[config.mk]
export PLATFORM = sky130hd
export DESIGN_NAME = seq_pattern_detector
export DESIGN_NICKNAME = d
export VERILOG_FILES = /design/src/rtl/seq_pattern_detector.sv
export SDC_FILE = /design/constraint.sdc
export NUM_CORES = 1
export LEC_CHECK = 0
export ABC_AREA = 1
export ABC_CLOCK_PERIOD_IN_PS = 4300
export CORE_ASPECT_RATIO = 0.6
export CORE_MARGIN = 1.5
export CORE_UTILIZATION = 25
export CTS_CLUSTER_DIAMETER = 200
export CTS_CLUSTER_SIZE = 30
export DETAILED_ROUTE_END_ITERATION = 7
export PLACE_DENSITY_LB_ADDON = 0.25
export SLEW_MARGIN = 20
export SYNTH_ARGS = -nofsm -noshare
export SYNTH_HDL_FRONTEND = slang
export SYNTH_SLANG_ARGS = --single-unit
[constraint.sdc]
create_clock -name clk -period 4.3 [get_ports clk]
set_input_delay 1.29 -clock clk [delete_from_list [all_inputs] [get_ports clk]]
set_output_delay 1.29 -clock clk [all_outputs]
set_load 0.05 [all_outputs]
[src/rtl/seq_pattern_detector.sv]
// Serial bit-pattern detector with a runtime-programmable pattern of 1..PAT_W bits.
// Supports overlap/non-overlap matching, Mealy/Moore match timing and a saturating match counter.
module seq_pattern_detector #(
    parameter int PAT_W = 8,
    parameter int CNT_W = 8
) (
    input  logic                         clk,
    input  logic                         rst_n,
    input  logic                         cfg_load,
    input  logic [PAT_W-1:0]             cfg_pattern,
    input  logic [$clog2(PAT_W+1)-1:0]   cfg_len,
    input  logic                         cfg_overlap,
    input  logic                         cfg_mealy,
    input  logic                         clr,
    input  logic                         din_valid,
    input  logic                         din,
    output logic                         match,
    output logic [CNT_W-1:0]             match_cnt,
    output logic                         cnt_sat,
    output logic                         armed
);

    localparam int LEN_W = $clog2(PAT_W + 1);

    typedef enum logic [1:0] {
        IDLE = 2'd0,
        FILL = 2'd1,
        HUNT = 2'd2
    } state_t;

    state_t           state, state_n;
    logic [PAT_W-2:0] hist, hist_n;
    logic [LEN_W-1:0] fill, fill_n;
    logic [PAT_W-1:0] pat_r, pat_n;
    logic [LEN_W-1:0] len_r, len_n;
    logic             overlap_r, overlap_n;
    logic             mealy_r, mealy_n;
    logic             moore_r, moore_n;
    logic             armed_n;
    logic [CNT_W-1:0] cnt_n;
    logic             sat_n;

    logic [PAT_W-1:0] cand;
    logic [PAT_W-1:0] mask;
    logic [LEN_W-1:0] len_m1;
    logic [LEN_W-1:0] load_len;
    logic             accept;
    logic             eligible;
    logic             hit;

    // Zero means a one-bit pattern; anything past PAT_W is clamped to the full width.
    function automatic logic [LEN_W-1:0] clip_len(input logic [LEN_W-1:0] l);
        if (l == '0)
            return LEN_W'(1);
        else if (l > LEN_W'(PAT_W))
            return LEN_W'(PAT_W);
        else
            return l;
    endfunction

    assign load_len = clip_len(cfg_len);
    assign len_m1   = len_r - LEN_W'(1);
    assign cand     = {hist, din};

    always_comb begin
        mask = '0;
        for (int i = 0; i < PAT_W; i++) begin
            mask[i] = (i < int'(len_r));
        end
    end

    // A bit arriving alongside cfg_load or clr is dropped, never shifted or matched.
    assign accept   = din_valid & ~cfg_load & ~clr & (state != IDLE);
    assign eligible = (state == HUNT) | ((state == FILL) & (fill == len_m1));
    assign hit      = accept & eligible & ((cand & mask) == (pat_r & mask));
    assign match    = mealy_r ? hit : moore_r;

    always_comb begin
        state_n   = state;
        hist_n    = hist;
        fill_n    = fill;
        pat_n     = pat_r;
        len_n     = len_r;
        overlap_n = overlap_r;
        mealy_n   = mealy_r;
        armed_n   = armed;
        cnt_n     = match_cnt;
        sat_n     = cnt_sat;
        moore_n   = hit;

        if (cfg_load) begin
            pat_n     = cfg_pattern;
            len_n     = load_len;
            overlap_n = cfg_overlap;
            mealy_n   = cfg_mealy;
            armed_n   = 1'b1;
            hist_n    = '0;
            fill_n    = '0;
            cnt_n     = '0;
            sat_n     = 1'b0;
            moore_n   = 1'b0;
            state_n   = (load_len == LEN_W'(1)) ? HUNT : FILL;
        end else if (clr) begin
            hist_n  = '0;
            fill_n  = '0;
            cnt_n   = '0;
            sat_n   = 1'b0;
            moore_n = 1'b0;
            if (armed)
                state_n = (len_r == LEN_W'(1)) ? HUNT : FILL;
            else
                state_n = IDLE;
        end else if (accept) begin
            if (hit && (match_cnt != '1)) begin
                cnt_n = match_cnt + CNT_W'(1);
                if (cnt_n == '1)
                    sat_n = 1'b1;
            end
            if (hit && !overlap_r) begin
                hist_n  = '0;
                fill_n  = '0;
                state_n = (len_r == LEN_W'(1)) ? HUNT : FILL;
            end else begin
                hist_n = cand[PAT_W-2:0];
                if (state == FILL) begin
                    if (fill != len_m1)
                        fill_n = fill + LEN_W'(1);
                    if (fill_n == len_m1)
                        state_n = HUNT;
                end
            end
        end
    end

    always_ff @(posedge clk or negedge rst_n) begin
        if (!rst_n) begin
            state     <= IDLE;
            hist      <= '0;
            fill      <= '0;
            pat_r     <= '0;
            len_r     <= '0;
            overlap_r <= 1'b0;
            mealy_r   <= 1'b0;
            moore_r   <= 1'b0;
            armed     <= 1'b0;
            match_cnt <= '0;
            cnt_sat   <= 1'b0;
        end else begin
            state     <= state_n;
            hist      <= hist_n;
            fill      <= fill_n;
            pat_r     <= pat_n;
            len_r     <= len_n;
            overlap_r <= overlap_n;
            mealy_r   <= mealy_n;
            moore_r   <= moore_n;
            armed     <= armed_n;
            match_cnt <= cnt_n;
            cnt_sat   <= sat_n;
        end
    end

endmodule

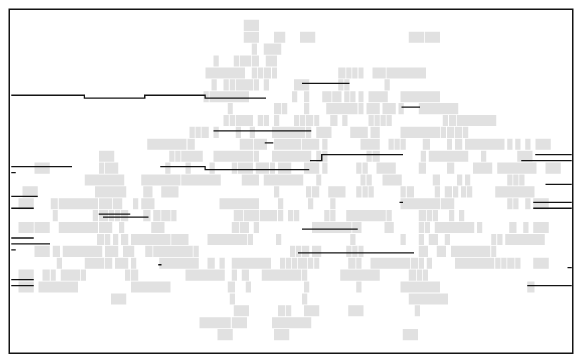
met3.png
Cells faint in the background.
nets with wire on the layer: 24
longest straight run: 26.2 µm
wire length on this layer: 312 µm
share of all routed wire: 5.5%
main direction: horizontal
Vias: 1993
met3 usage: 0.0375
Routed Wire Length: 5.67 mm

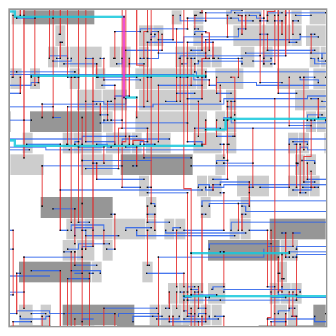
zoom.png
Region (44, 19) to (84, 59) µm. Cells in grey, sequential cells in the stronger grey; small squares are vias.
| colour | layer |
|---|---|
| cyan | met3 |
| red | met2 |
| blue | met1 |
| magenta | met4 |
sequential cells in the window: 8
netlist names of flops here include: `fill` (2), `hist` (2)
cells with their middle in the window: 114
most frequent: nand2_1 (44), inv_1 (18), dfrtp_1 (8)

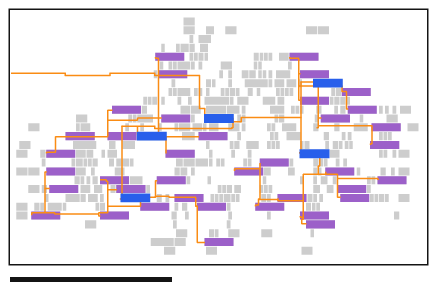
clock_map.png
Scale bar: 50 µm.
[blue] cells driving clock nets | count: 5
[orange] clock wires | length: 553 µm
[purple] flip-flops | count: 38
routed clock nets: 6
Fin Clk Skew: 0.00443 ns
Clk power: 0.000368 W
clk_lat worst skew: 0.28 ns

==> run summary <==
run metrics: outcome finished clean, num rows 27, Longest Clk Path Bufs 2, Crit Path Class in -> out, Nets 370, Fin Setup TNS 0 ns, critical path cell sequence clkdlybuf4s50_1 > o21a_1 > nand2_1 > nor2_1 > nand2_1 > nor2_4 > nand2_2 > o21ai_1 > buf_12, yosys cell count 306, Mapped Area 2360 µm², Setup Viol. Count Final 0, CP most frequent cell nand2_1, dpl ws 0.211 ns, Synth warnings 0, worst hold path class reg -> reg, area grow syn2layout 26.4%, Sequential Power Share 0.412, Crit path required time 3.01 ns, core area 9190 µm², vias per cell 4.20, CTS tree built, RSZ-0062 raised after global routing no, critical path's largest stage delay 0.47 ns, switching part of the total power 0.293, Root Driver clkbuf_16, Final Max Slew Viols 0, Final Hold Vio Count 0, Slew HR 0.409, final setup margin 0.212 ns, static leakage power 1.42 nW, First-pass DRT Iterations 5, Worst Path Buf+Inv 2, Largest delay share family, worst path buffers and inverters, share of cells above drive strength 1 0.125, minimum clock period 4.09 ns, post-route ant nets 0, OpenROAD warning count 30, crit path launch din_valid, period utilisation layout 0.951, crit path DAT 2.80 ns, P_sw 0.000279 W, storage element area 951 µm²
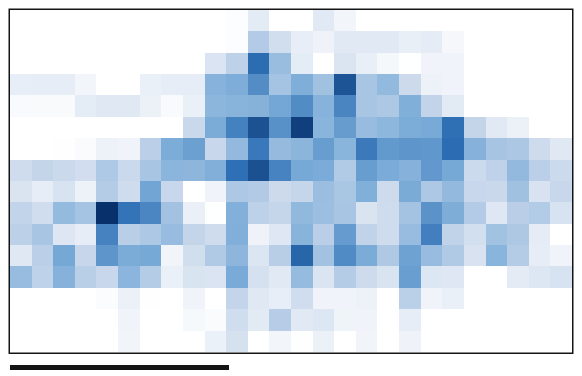
wire_density.png
Scale bar: 50 µm. The die is cut into 26 by 16 equal tiles; white is low, dark blue is high, scaled to the fullest tile. Values are wire area over tile area, all layers added.
nearly empty tiles: 32%
emptiest ninth of the die: top left
fullest tile: 0.43
tiles over half the peak: 10%
WL/cell: 12.0 µm
overall routing resource usage: 0.124

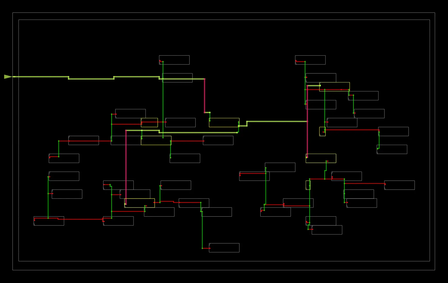
final_clocks.png
FF+latch count: 38
total CTS buffers: 5
CTS Sinks: 38
CLK BUF: 7

[worst min-delay path by stage]
stage / startpoint / to / slack [ns] / cells past startpoint
2_1_floorplan: pat_r[3] / pat_r[3] / 0.46 / 2
3_3_place_gp: pat_r[3] / pat_r[3] / 0.50 / 2
3_5_place_dp: state[0] / state[0] / 0.50 / 2
4_1_cts: pat_r[5] / pat_r[5] / 0.52 / 2
5_1_grt: state[0] / state[0] / 0.53 / 2
6_report: state[0] / state[0] / 0.51 / 2
[registers in the layout, summed over array words and instances, names as in the netlist]
name       count
armed          1
cnt_sat        1
fill           4
hist           7
len_r          4
match_cnt      8
mealy_r        1
moore_r        1
overlap_r      1
pat_r          8
state          2
[cell usage after synthesis, drive strengths merged]
library cell	number	share of area
xnor2	1	0.0037
a31oi	1	0.0026
nor3	3	0.0064
a21oi	5	0.012
ha	7	0.037
xor2	9	0.033
dfrtp	38	0.40
nand2	109	0.20
o22ai	10	0.026
nor3b	1	0.0032
nand4	3	0.014
inv	52	0.083
nor4	1	0.0026
nand3	22	0.062
o21a	1	0.0032
o21ai	23	0.055
nor2	17	0.043
nand3b	1	0.0085
clkbuf	2	0.0032
[cell type report]
cell class,instances,share of cell area
inverters,52,0.0654
clock inverters,1,0.00168
well taps,130,0.0545
multi-input cells,214,0.405
flip-flops and latches,38,0.318
repair buffers,32,0.107
clock buffers,7,0.0478
[power groups by stage]
stage	combinational [W]	clock, W	sequential, W
after floorplan	0.000133	0	0.000397
after global placement	0.000192	0	0.000400
after detailed placement	0.000194	0	0.000399
after CTS	0.000195	0.000382	0.000393
after global routing	0.000218	0.000400	0.000395
final	0.000193	0.000368	0.000393
[logic make-up after synthesis]
family / after synthesis / share of synthesized area
compound gates: 40 / 0.0995
xor+xnor: 10 / 0.0371
fa+ha+maj: 7 / 0.0371
buf+inv: 54 / 0.0858
flops: 38 / 0.402
simple gates: 157 / 0.338
[per-stage QoR]
step            util  cells  hold WS, ns  total power, W  instance area (µm²)
4_1_cts        0.325    474        0.517        0.000970                 2990
2_1_floorplan      -    306        0.462        0.000530                 2360
5_1_grt        0.325    474        0.531         0.00101                 2990
3_5_place_dp   0.309    466        0.503        0.000593                 2840
6_report       0.325    474        0.511        0.000954                 2990
3_3_place_gp   0.309    466        0.502        0.000591                 2840
[worst reg2reg max path, stage by stage, from the launching register on]
cell and delay (ns):
dfrtp_1 0.45, inv_1 0.13, ha_1 0.35, inv_1 0.07
nand2_1 0.07, nand2_1 0.11, nor2_8 0.16, nand4_4 0.12
nand2_4 0.09, nand3_2 0.12, nand3_2 0.10, nand2_4 0.08
inv_2 0.10, nand2_1 0.07, nand2_1 0.06, nand2_1 0.04
[layer usage]
| layer | share of wire | up-vias | wire length, µm | track usage |
|---|---|---|---|---|
| li1 | - | 1036 | - | - |
| met1 | 0.54 | 914 | 3070 | 0.184 |
| met2 | 0.39 | 36 | 2230 | 0.170 |
| met3 | 0.055 | 7 | 312 | 0.0375 |
| met5 | 0 | - | 0 | 0 |
| met4 | 0.0095 | 0 | 54 | 0.0337 |
Power is estimated from default activity; no workload was simulated.
